### M3 wires, run 1

The bar under the picture is 20 um long.
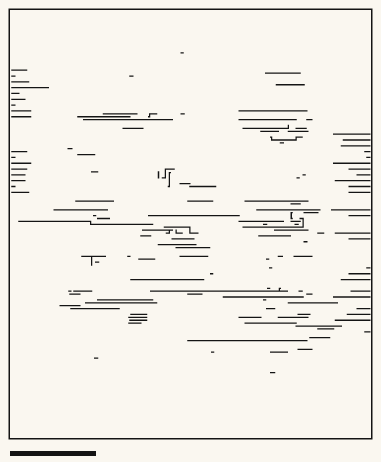
### Where the registers sit, run 1

The bar under the picture is 20 um long. Other sequential cells in the stronger grey, the rest of the logic in the fainter grey.
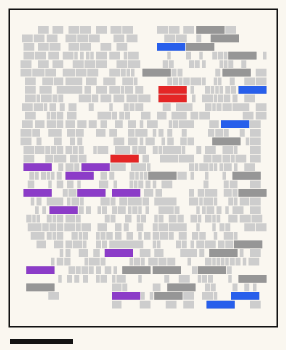
### Local utilization, run 1

8 x 10 tiles, from white (low) to dark blue (high), 0 to 100% covered.
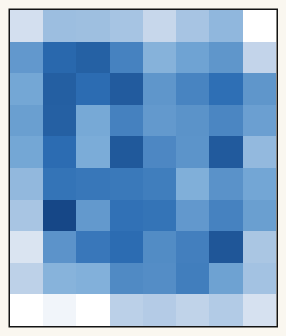
==> src/rtl/soc_ctrl_pwr_seq.sv <==
// Central power sequencer: brings NUM_CH clock/reset domains up one at a time
// (PLL lock wait, clock enable, reset release) and tears them down in reverse.
module soc_ctrl_pwr_seq #(
    parameter int NUM_CH       = 5,
    parameter int CNT_W        = 8,
    parameter int LOCK_TIMEOUT = 1024
) (
    input  logic                    clk_i,
    input  logic                    arst_i,
    input  logic [NUM_CH-1:0]       req_en_i,
    input  logic [NUM_CH-1:0]       lock_i,
    input  logic [NUM_CH*CNT_W-1:0] dly_i,
    input  logic [NUM_CH-1:0]       err_clr_i,
    output logic [NUM_CH-1:0]       clk_en_o,
    output logic [NUM_CH-1:0]       rst_no,
    output logic [NUM_CH-1:0]       active_o,
    output logic [NUM_CH-1:0]       err_o,
    output logic                    busy_o
);

    localparam int TO_W = $clog2(LOCK_TIMEOUT);
    localparam int CW   = (CNT_W > TO_W) ? CNT_W : TO_W;
    localparam int CH_W = (NUM_CH > 1) ? $clog2(NUM_CH) : 1;
    localparam logic [CW-1:0] TO_LAST = CW'(LOCK_TIMEOUT - 1);

    typedef enum logic [2:0] {
        S_IDLE,
        S_UP_LOCK,
        S_UP_CLK,
        S_UP_RST,
        S_DN_RST
    } state_t;

    // Counter load value for a phase of max(d,1) cycles.
    function automatic logic [CW-1:0] deff_m1(input logic [CNT_W-1:0] d);
        if (d == '0) begin
            return '0;
        end
        return CW'(d - 1'b1);
    endfunction

    state_t              r_state;
    logic [CH_W-1:0]     r_ch;
    logic [CW-1:0]       r_cnt;
    logic [NUM_CH-1:0]   r_clk_en;
    logic [NUM_CH-1:0]   r_rst_n;
    logic [NUM_CH-1:0]   r_active;
    logic [NUM_CH-1:0]   r_err;
    logic                r_busy;

    state_t              w_state_nxt;
    logic [CH_W-1:0]     w_ch_nxt;
    logic [CW-1:0]       w_cnt_nxt;
    logic [NUM_CH-1:0]   w_clk_en_nxt;
    logic [NUM_CH-1:0]   w_rst_n_nxt;
    logic [NUM_CH-1:0]   w_active_nxt;
    logic [NUM_CH-1:0]   w_err_nxt;
    logic [NUM_CH-1:0]   w_err_set;
    logic [NUM_CH-1:0]   w_up_pend;
    logic [NUM_CH-1:0]   w_dn_pend;
    logic [CH_W-1:0]     w_up_idx;
    logic [CH_W-1:0]     w_dn_idx;
    logic [CH_W-1:0]     w_sel_ch;
    logic [CNT_W-1:0]    w_dly_sel;
    logic [NUM_CH-1:0]   w_ll;

    assign w_up_pend = req_en_i & ~r_active & ~r_err & ~r_clk_en;
    assign w_dn_pend = ~req_en_i & (r_active | r_clk_en);

    // Teardown picks the highest index, bring-up the lowest.
    always_comb begin
        w_dn_idx = '0;
        w_up_idx = '0;
        for (int i = 0; i < NUM_CH; i++) begin
            if (w_dn_pend[i]) begin
                w_dn_idx = CH_W'(i);
            end
        end
        for (int i = NUM_CH - 1; i >= 0; i--) begin
            if (w_up_pend[i]) begin
                w_up_idx = CH_W'(i);
            end
        end
    end

    assign w_sel_ch  = (r_state != S_IDLE) ? r_ch :
                       ((|w_dn_pend) ? w_dn_idx : w_up_idx);
    assign w_dly_sel = dly_i[w_sel_ch*CNT_W +: CNT_W];

    // Lock loss on a running domain; the channel being lock-waited or torn down is exempt.
    always_comb begin
        w_ll = '0;
        for (int k = 0; k < NUM_CH; k++) begin
            w_ll[k] = (r_active[k] | r_clk_en[k]) & ~lock_i[k];
            if ((r_state == S_UP_LOCK || r_state == S_DN_RST) && r_ch == CH_W'(k)) begin
                w_ll[k] = 1'b0;
            end
        end
    end

    always_comb begin
        w_state_nxt  = r_state;
        w_ch_nxt     = r_ch;
        w_cnt_nxt    = r_cnt;
        w_clk_en_nxt = r_clk_en;
        w_rst_n_nxt  = r_rst_n;
        w_active_nxt = r_active;
        w_err_set    = '0;

        case (r_state)
            S_IDLE: begin
                if (|w_dn_pend) begin
                    w_state_nxt            = S_DN_RST;
                    w_ch_nxt               = w_dn_idx;
                    w_rst_n_nxt[w_dn_idx]  = 1'b0;
                    w_active_nxt[w_dn_idx] = 1'b0;
                    w_cnt_nxt              = deff_m1(w_dly_sel);
                end else if (|w_up_pend) begin
                    w_state_nxt = S_UP_LOCK;
                    w_ch_nxt    = w_up_idx;
                    w_cnt_nxt   = '0;
                end
            end
            S_UP_LOCK: begin
                if (lock_i[r_ch]) begin
                    w_state_nxt        = S_UP_CLK;
                    w_clk_en_nxt[r_ch] = 1'b1;
                    w_cnt_nxt          = deff_m1(w_dly_sel);
                end else if (r_cnt == TO_LAST) begin
                    w_state_nxt     = S_IDLE;
                    w_err_set[r_ch] = 1'b1;
                end else if (!req_en_i[r_ch]) begin
                    w_state_nxt = S_IDLE;
                end else begin
                    w_cnt_nxt = r_cnt + 1'b1;
                end
            end
            S_UP_CLK, S_UP_RST: begin
                if (w_ll[r_ch]) begin
                    w_state_nxt = S_IDLE;
                end else if (!req_en_i[r_ch]) begin
                    w_state_nxt        = S_DN_RST;
                    w_rst_n_nxt[r_ch]  = 1'b0;
                    w_active_nxt[r_ch] = 1'b0;
                    w_cnt_nxt          = deff_m1(w_dly_sel);
                end else if (r_cnt == '0) begin
                    if (r_state == S_UP_CLK) begin
                        w_state_nxt       = S_UP_RST;
                        w_rst_n_nxt[r_ch] = 1'b1;
                        w_cnt_nxt         = deff_m1(w_dly_sel);
                    end else begin
                        w_state_nxt        = S_IDLE;
                        w_active_nxt[r_ch] = 1'b1;
                    end
                end else begin
                    w_cnt_nxt = r_cnt - 1'b1;
                end
            end
            S_DN_RST: begin
                if (r_cnt == '0) begin
                    w_state_nxt        = S_IDLE;
                    w_clk_en_nxt[r_ch] = 1'b0;
                end else begin
                    w_cnt_nxt = r_cnt - 1'b1;
                end
            end
            default: begin
                w_state_nxt = S_IDLE;
            end
        endcase

        // Lock-loss shutdown overrides whatever the sequencer did this edge.
        w_clk_en_nxt = w_clk_en_nxt & ~w_ll;
        w_rst_n_nxt  = w_rst_n_nxt & ~w_ll;
        w_active_nxt = w_active_nxt & ~w_ll;
        w_err_nxt    = (r_err & ~err_clr_i) | w_err_set | w_ll;
    end

    always_ff @(posedge clk_i or posedge arst_i) begin
        if (arst_i) begin
            r_state  <= S_IDLE;
            r_ch     <= '0;
            r_cnt    <= '0;
            r_clk_en <= '0;
            r_rst_n  <= '0;
            r_active <= '0;
            r_err    <= '0;
            r_busy   <= 1'b0;
        end else begin
            r_state  <= w_state_nxt;
            r_ch     <= w_ch_nxt;
            r_cnt    <= w_cnt_nxt;
            r_clk_en <= w_clk_en_nxt;
            r_rst_n  <= w_rst_n_nxt;
            r_active <= w_active_nxt;
            r_err    <= w_err_nxt;
            r_busy   <= (w_state_nxt != S_IDLE);
        end
    end

    assign clk_en_o = r_clk_en;
    assign rst_no   = r_rst_n;
    assign active_o = r_active;
    assign err_o    = r_err;
    assign busy_o   = r_busy;

endmodule
==> config.mk <==
export PLATFORM = sky130hd
export DESIGN_NAME = soc_ctrl_pwr_seq
export DESIGN_NICKNAME = d
export VERILOG_FILES = /design/src/rtl/soc_ctrl_pwr_seq.sv
export SDC_FILE = /design/constraint.sdc
export NUM_CORES = 1
export LEC_CHECK = 0
export CORE_ASPECT_RATIO = 1.2
export CORE_MARGIN = 3
export CORE_UTILIZATION = 50
export CTS_CLUSTER_SIZE = 25
export DETAILED_ROUTE_END_ITERATION = 6
export PLACE_DENSITY = 0.82
export SLEW_MARGIN = 20
export SYNTH_ARGS = -nofsm -noshare
export SYNTH_HDL_FRONTEND = slang
export SYNTH_SLANG_ARGS = --single-unit
export TNS_END_PERCENT = 100
==> constraint.sdc <==
create_clock -name clk_i -period 7.15 [get_ports clk_i]
set_clock_uncertainty 0.1 [all_clocks]
set_input_delay 0.715 -clock clk_i [delete_from_list [all_inputs] [get_ports clk_i]]
set_output_delay 0.715 -clock clk_i [all_outputs]
set_load 0.01 [all_outputs]
==> flow_summary.yaml, run 1 <==
# physical design summary
placement:
  routabilityCongestion: 0.962
yosys:
  ys_top_logic_family: "AND-OR/OR-AND gates"
  syn_area_per_cell_um2: 7.66
  ys.flops: 37
  area_leaders: "dfrtp_1 (25%), nor2_1 (6.6%), a21oi_1 (5.4%)"
  async_flop_share: 1.00
route:
  top_layer_used: "met4"
  wl_per_cell_um: 18.8
  drt_iter0_drc: 271
  wl_met2_um: 6080
setup_path:
  worstSetupStartpoint: "req_en_i[3]"
  worst-path-max-fanout: 18
  worstPathArrival_ps: 4380
  slowest_stage: "clkdlybuf4s50_1"
  reg2reg_setup_slack_ps: 2950
  reg2reg_from: "r_state[2]"
  path_class: "input pin to register"
  cpPeakStageDelay_ps: 590
  cp_cell_sequence: "clkdlybuf4s50_1 -> nor4b_1 -> a21oi_1 -> or4b_4 -> a21oi_4 -> mux2i_1 -> a22oi_1 -> ha_1 -> nand4_1 -> or3b_4 -> a21oi_1 -> a21oi_1"
  crit_end: "r_cnt[0]"
  startpoint_type: "input pin"
clock_tree:
  tritoncts: "yes"
  cts_resized: 0
  clock-root-buffer: "clkbuf_8"
  cts.sinks: 37
layout:
  final_common_cell: "clkdlybuf4s50_1"
  largest_reg_flops: 10
  top_register: "r_cnt"
  nFillCells: 619
  num_antenna_cells: 0
timing:
  rsz0062_at_grt: "no"
  final-hold-violation-count: 0
power_and_ir_drop:
  cellLeakagePower_nw: 1.86
  clk-power_mw: 0.202
  p_clk_frac: 0.099
  netSwitchingPower_mw: 1.06
  powerComb_mw: 1.41
die:
  io-pin-count: 78
  die-area_um2: 8450
worst_hold_path:
  min_to: "err_o[2]"
outcome:
  outcome: "finished clean"
global_routing:
  grt_pass1_vias: 3970
Back to the opening pictures, 'M3 wires':
share of all routed wire = 6.7%
main direction = horizontal
nets with wire on the layer = 106

Back to the opening pictures, 'Where the registers sit':
red -> r_ch  # sequential cells 3
purple -> r_cnt  # sequential cells 10
blue -> err_o  # sequential cells 5
not coloured = 19
seq pwr: 0.416 mW
FF+latch area: 926 um2
final cell utilization of the core: 0.657
sequential cell area share: 0.201

Back to the opening pictures, 'Local utilization':
nearly empty tiles = 3.7%
tiles over 75% full = 15%
mean over tiles = 53%
densest ninth of the die = middle
fullest tile = 91%
emptiest ninth of the die = bottom left
Core ar.: 7020 um2
fp_density: 0.526

-- run 1: layer usage --
layer	vias up	global-route usage
met1	1979	0.317
met2	226	0.496
met3	42	0.0394
met5	-	0
met4	0	0.119
li1	1937	-
-- run 1: metrics by stage --
stage / total power, mW / hold slack, ps / setup WS [ps] / instance area [um2]
2_1_floorplan: 1.47 / 401 / 3670 / 3690
3_3_place_gp: 1.77 / 400 / 2700 / 4490
3_5_place_dp: 1.79 / 411 / 2570 / 4490
4_1_cts: 2.01 / 432 / 2870 / 4610
5_1_grt: 2.19 / 466 / 2570 / 4610
6_report: 2.03 / 429 / 2840 / 4610
-- run 1: area by class of cell --
type,instances,area share
clock inverters,2,0.00815
multi-input cells,410,0.566
inverters,12,0.00977
flip-flops and latches,37,0.201
clock buffers,6,0.0179
repair buffers,81,0.174
well taps,87,0.0236
### Cell placement, run 1

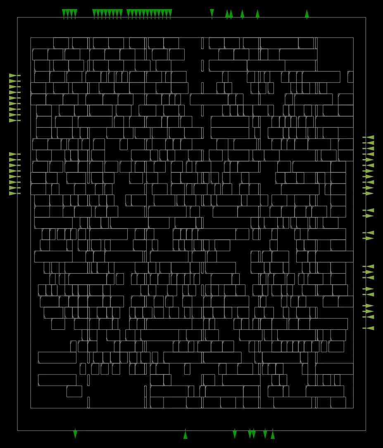

--- run 2 (diff from run 1) ---
CORE_UTILIZATION = 47   (was 50)
PLACE_DENSITY = 0.8   (was 0.82)
clock period = 3.7 ns   (was 7.15 ns; I/O delays follow)
### Cell placement, run 2

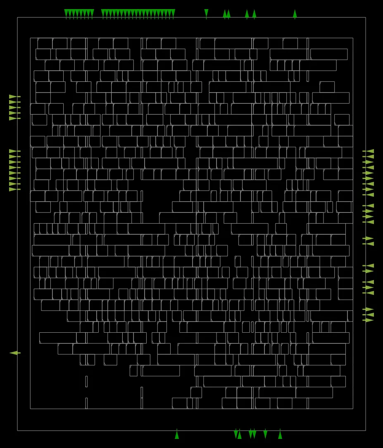
Non-Filler Instances: 677
Site Rows: 34

### Where the registers sit, run 2

The bar under the picture is 20 um long. Other sequential cells in the stronger grey, the rest of the logic in the fainter grey.
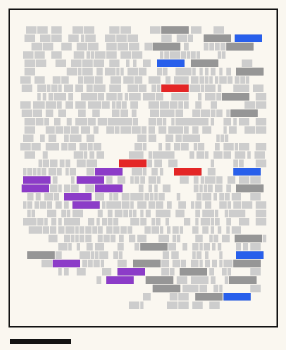
blue -> err_o  # sequential cells 5
purple -> r_cnt  # sequential cells 10
red -> r_ch  # sequential cells 3
not coloured = 19

### Cells coloured by class, run 2

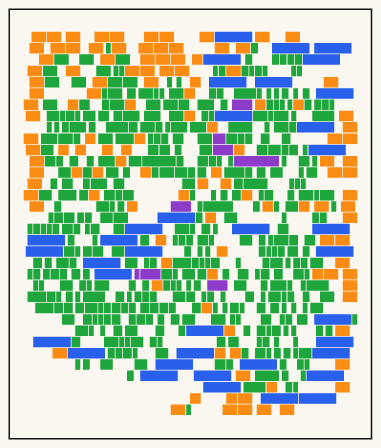
orange -> other buffers and delay cells  # cells 120, share of their area 23%
purple -> clock drivers and dummy loads  # cells 8, share of their area 2.3%
blue -> flip-flops  # cells 37, share of their area 19%
green -> all other logic  # cells 422, share of their area 56%

==> flow_summary.yaml, run 2 <==
# physical design summary
clock_tree:
  tritoncts: "yes"
  cts.sinks: 37
  cts_buffers: 5
  clock-root-buffer: "clkbuf_8"
route:
  top_layer_used: "met4"
  wl_met2_um: 6090
  wl_per_cell_um: 17.7
  drt_iter0_drc: 304
  wirelength_met1_um: 4780
yosys:
  ys_top_logic_family: "AND-OR/OR-AND gates"
  syn_area_per_cell_um2: 7.66
  area_leaders: "dfrtp_1 (25%), nor2_1 (6.6%), a21oi_1 (5.4%)"
  synth_top_cell_by_count: "nor2_1"
  syn-cell-area_um2: 3690
  ys.flops: 37
  async_flop_share: 1.00
setup_path:
  reg2reg_from: "active_o[3]"
  cpPeakStageDelay_ps: 590
  reg2reg_setup_slack_ps: 250
  worst-path-max-fanout: 5
  slowest_stage: "mux4_2"
  worstPathArrival_ps: 3550
  path_class: "input pin to register"
  cp_cell_sequence: "clkdlybuf4s50_1 -> nor4b_2 -> a21oi_1 -> or4b_4 -> a21oi_4 -> mux4_2 -> or3b_1 -> o21a_1 -> nor3_1 -> o21bai_1"
  crit_end: "r_cnt[5]"
  startpoint_type: "input pin"
  r2r-end: "r_cnt[5]"
placement:
  dp_hpwl_um: 9320
  placed_cell_area_um2: 4780
  routabilityCongestion: 0.927
power_and_ir_drop:
  p_clk_frac: 0.088
  clk-power_mw: 0.375
  powerComb_mw: 3.17
  pg_seq_mw: 0.723
  combPwrFrac: 0.743
  netSwitchingPower_mw: 2.13
outcome:
  outcome: "finished clean"
layout:
  nFillCells: 630
  final_common_cell: "clkdlybuf4s50_1"
  regArea_um2: 926
  finalInstanceArea_um2: 4900
  num_antenna_cells: 0
  logic_area_um2: 2610
  top_register: "r_cnt"
  largest_reg_flops: 10
timing:
  hold_ws_ps: 372
  rsz0062_at_grt: "no"
  slew_headroom: 0.589
die:
  initCoreUtil: 0.496
  io-pin-count: 78
  core_um2: 7440
run:
  warnings: 27
global_routing:
  use_met3: 0.0344
  grt_util_met1: 0.313
  grtUsageMet2: 0.473
  grt_pass1_vias: 4012
run 2: netlist changes by cell type in the layout (fill, tap and decap cells not counted), sizes merged:
cell | previous run | this run
buf | 4 | 43
clkinvlp | 1 | 0
clkinv | 0 | 1
run 2: final cells by class:
type	instances	area share
multi-input combinational	410	0.533
timing repair buffer	120	0.223
sequential	37	0.189
tap	90	0.0230
clock buffer	6	0.0148
inverter	12	0.00919
clock inverter	2	0.00791
run 2: through the flow:
step           TNS, ps  total power, mW  cells  worst slack (ps)
3_5_place_dp     -1140             3.83    669              -212
3_3_place_gp      -502             3.79    669              -134
2_1_floorplan        0             2.85    482               405
5_1_grt              0             4.59    677              77.8
6_report             0             4.27    677               246
4_1_cts              0             4.21    677               112
Power figures rest on the tool's default switching activity, not on a simulated workload.
